$ cat src/rtl/trace_chk_pkg.sv
// Shared types and helpers for the commit-trace checker.
package trace_chk_pkg;

  localparam int unsigned XLEN  = 32;
  localparam int unsigned REG_W = 5;
  localparam int unsigned POP_W = 6;

  typedef struct packed {
    logic [XLEN-1:0]  pc;
    logic [REG_W-1:0] rd;
    logic [XLEN-1:0]  wdata;
  } commit_entry_t;

  typedef enum logic [1:0] {
    RUN  = 2'd0,
    DONE = 2'd1,
    HALT = 2'd2
  } chk_state_e;

  function automatic logic [POP_W-1:0] popcount(input logic [31:0] v);
    logic [POP_W-1:0] n;
    n = '0;
    for (int i = 0; i < 32; i++) n = n + POP_W'(v[i]);
    return n;
  endfunction

endpackage

$ cat src/rtl/trace_commit_fifo.sv
// Multi-write, single-read commit FIFO; valid lanes are packed in lane order and
// lanes beyond the free space are dropped (drop_c).
module trace_commit_fifo
  import trace_chk_pkg::*;
#(
  parameter int unsigned LANES = 2,
  parameter int unsigned DEPTH = 16
) (
  input  logic                       clock,
  input  logic                       reset,
  input  logic [LANES-1:0]           wr_valid,
  input  commit_entry_t [LANES-1:0]  wr_data,
  input  logic                       rd_en,
  output commit_entry_t              head_c,
  output logic [$clog2(DEPTH):0]     count,
  output logic                       full_c,
  output logic [$clog2(DEPTH):0]     free_c,
  output logic                       drop_c
);

  localparam int unsigned PTR_W = $clog2(DEPTH);
  localparam int unsigned CNT_W = PTR_W + 1;

  commit_entry_t    mem [DEPTH];
  logic [PTR_W-1:0] wr_ptr;
  logic [PTR_W-1:0] rd_ptr;
  logic [CNT_W-1:0] push_cnt;
  logic [LANES-1:0] lane_we;
  logic [PTR_W-1:0] lane_addr [LANES];

  assign free_c = CNT_W'(DEPTH) - count;
  assign full_c = (count == CNT_W'(DEPTH));
  assign head_c = mem[rd_ptr];

  // Slot assignment: each accepted lane takes the next consecutive tail slot.
  always_comb begin
    push_cnt = '0;
    drop_c   = 1'b0;
    lane_we  = '0;
    for (int i = 0; i < LANES; i++) begin
      lane_addr[i] = wr_ptr + PTR_W'(push_cnt);
      if (wr_valid[i]) begin
        if (push_cnt < free_c) begin
          lane_we[i] = 1'b1;
          push_cnt   = push_cnt + CNT_W'(1);
        end else begin
          drop_c = 1'b1;
        end
      end
    end
  end

  always_ff @(posedge clock) begin
    if (reset) begin
      wr_ptr <= '0;
      rd_ptr <= '0;
      count  <= '0;
    end else begin
      wr_ptr <= wr_ptr + PTR_W'(push_cnt);
      if (rd_en) rd_ptr <= rd_ptr + PTR_W'(1);
      count <= count + push_cnt - CNT_W'(rd_en);
    end
  end

  always_ff @(posedge clock) begin
    for (int i = 0; i < LANES; i++) begin
      if (lane_we[i]) mem[lane_addr[i]] <= wr_data[i];
    end
  end

endmodule

$ cat config.mk
export PLATFORM = sky130hd
export DESIGN_NAME = trace_commit_fifo
export DESIGN_NICKNAME = d
export VERILOG_FILES = /design/src/rtl/trace_chk_pkg.sv /design/src/rtl/trace_commit_fifo.sv
export SDC_FILE = /design/constraint.sdc
export NUM_CORES = 1
export LEC_CHECK = 0
export CORE_MARGIN = 2
export CORE_UTILIZATION = 31
export CTS_BUF_LIST = sky130_fd_sc_hd__clkbuf_4 sky130_fd_sc_hd__clkbuf_8
export DETAILED_ROUTE_END_ITERATION = 16
export GPL_TIMING_DRIVEN = 0
export PLACE_DENSITY = 0.55
export RECOVER_POWER = 50
export SETUP_SLACK_MARGIN = 0.2
export SYNTH_ARGS = -nofsm -noshare
export SYNTH_HDL_FRONTEND = slang
export SYNTH_SLANG_ARGS = --single-unit
$ cat constraint.sdc
create_clock -name clock -period 10.5 [get_ports clock]
set_input_delay 1.575 -clock clock [delete_from_list [all_inputs] [get_ports clock]]
set_output_delay 1.575 -clock clock [all_outputs]
set_load 0.05 [all_outputs]
### Register map, names as in the netlist

Other sequential cells in the stronger grey, the rest of the logic in the fainter grey.
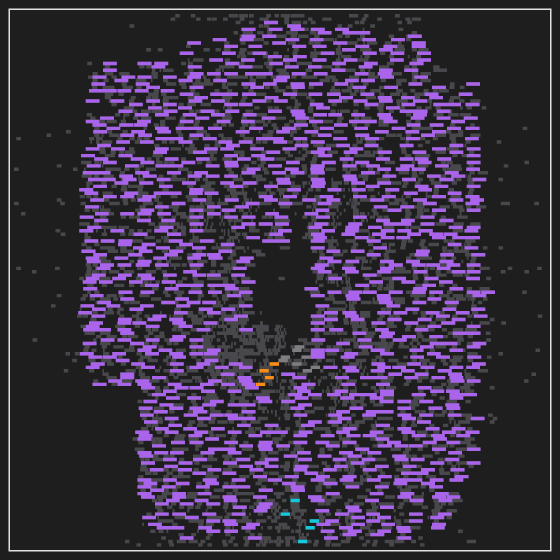
| netlist name | colour | placed flops |
|---|---|---|
| mem | purple | 1104 |
| wr_ptr | orange | 4 |
| count | cyan | 5 |
not coloured: 8

### Clock routing

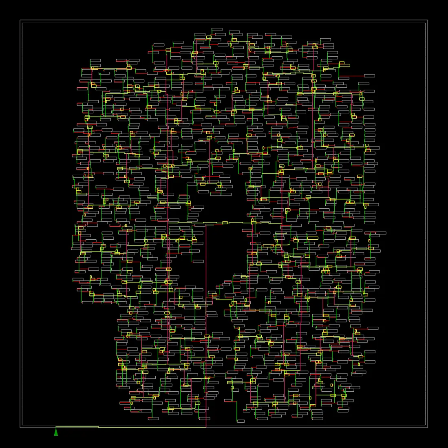
# clk buffers: 265
number of flip-flops and latches: 1121
Skew-Pair Late Insertion Delay: 0.92 ns
clk sinks: 1121
Inserted Clock Buffers: 185

==> reports/qor.txt <==
status: complete, but fails checks
failing checks: capacitance limit, slew limit
flip-flops with a built-in enable: 1104
Max-Cap Viols: 10
Non-CTS inverters: 12
DRT iter0 DRCs: 3073
cts hold-fix bufs: 0
AO/OA Area Share: 0.398%
Final Max Tran Viols: 98
r2r setup slk: 1.84 ns
detailed-placement wirelength estimate: 122 mm
die area: 185000 sq um
hold depth: 2
routed wl met3: 10.7 mm
Most common reg cell: edfxtp_1
Chip Area, Yosys: 56300 sq um
IO Pins: 224
CP delay by family, top: buffers and inverters
combinational power: 4460 uW
Cell Type Count: 38
yosys adder share: 0.382%
Worst setup EP type: flop
comb_multi_in: 1577
Clock Path Buffers: 3
worst relative slew slack: -145%
first-pass GRT wire length: 260 mm
Fill cells: 16868
count of tool warnings: 28
### M4 wires

Supply wires on this layer in grey.
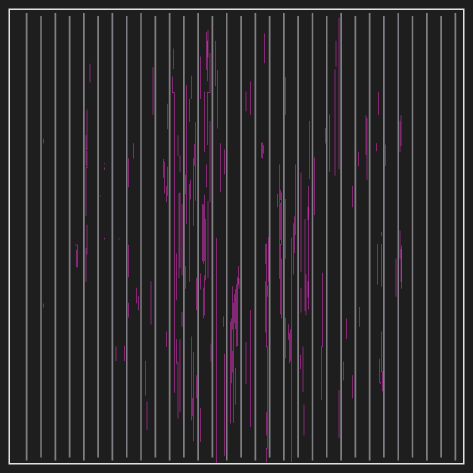
longest straight run: 285 um
share of all routed wire: 3.9%
main direction: vertical
wire length on this layer: 7270 um
Routed WL: 186 mm
routed vias: 31752

### Routed clock nets over the placement

Bar = 100 um.
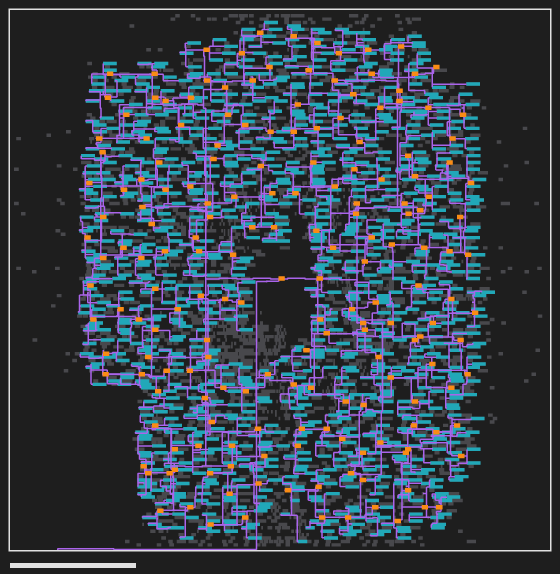
[clock wires] purple | length: 16200 um
[flip-flops] cyan | count: 1121
[cells driving clock nets] orange | count: 185
routed clock nets: 186
clock skew: 0.0357 ns
clk pwr: 3880 uW
Clock power frac: 27.3%

Power and IR drop assume default switching activity.
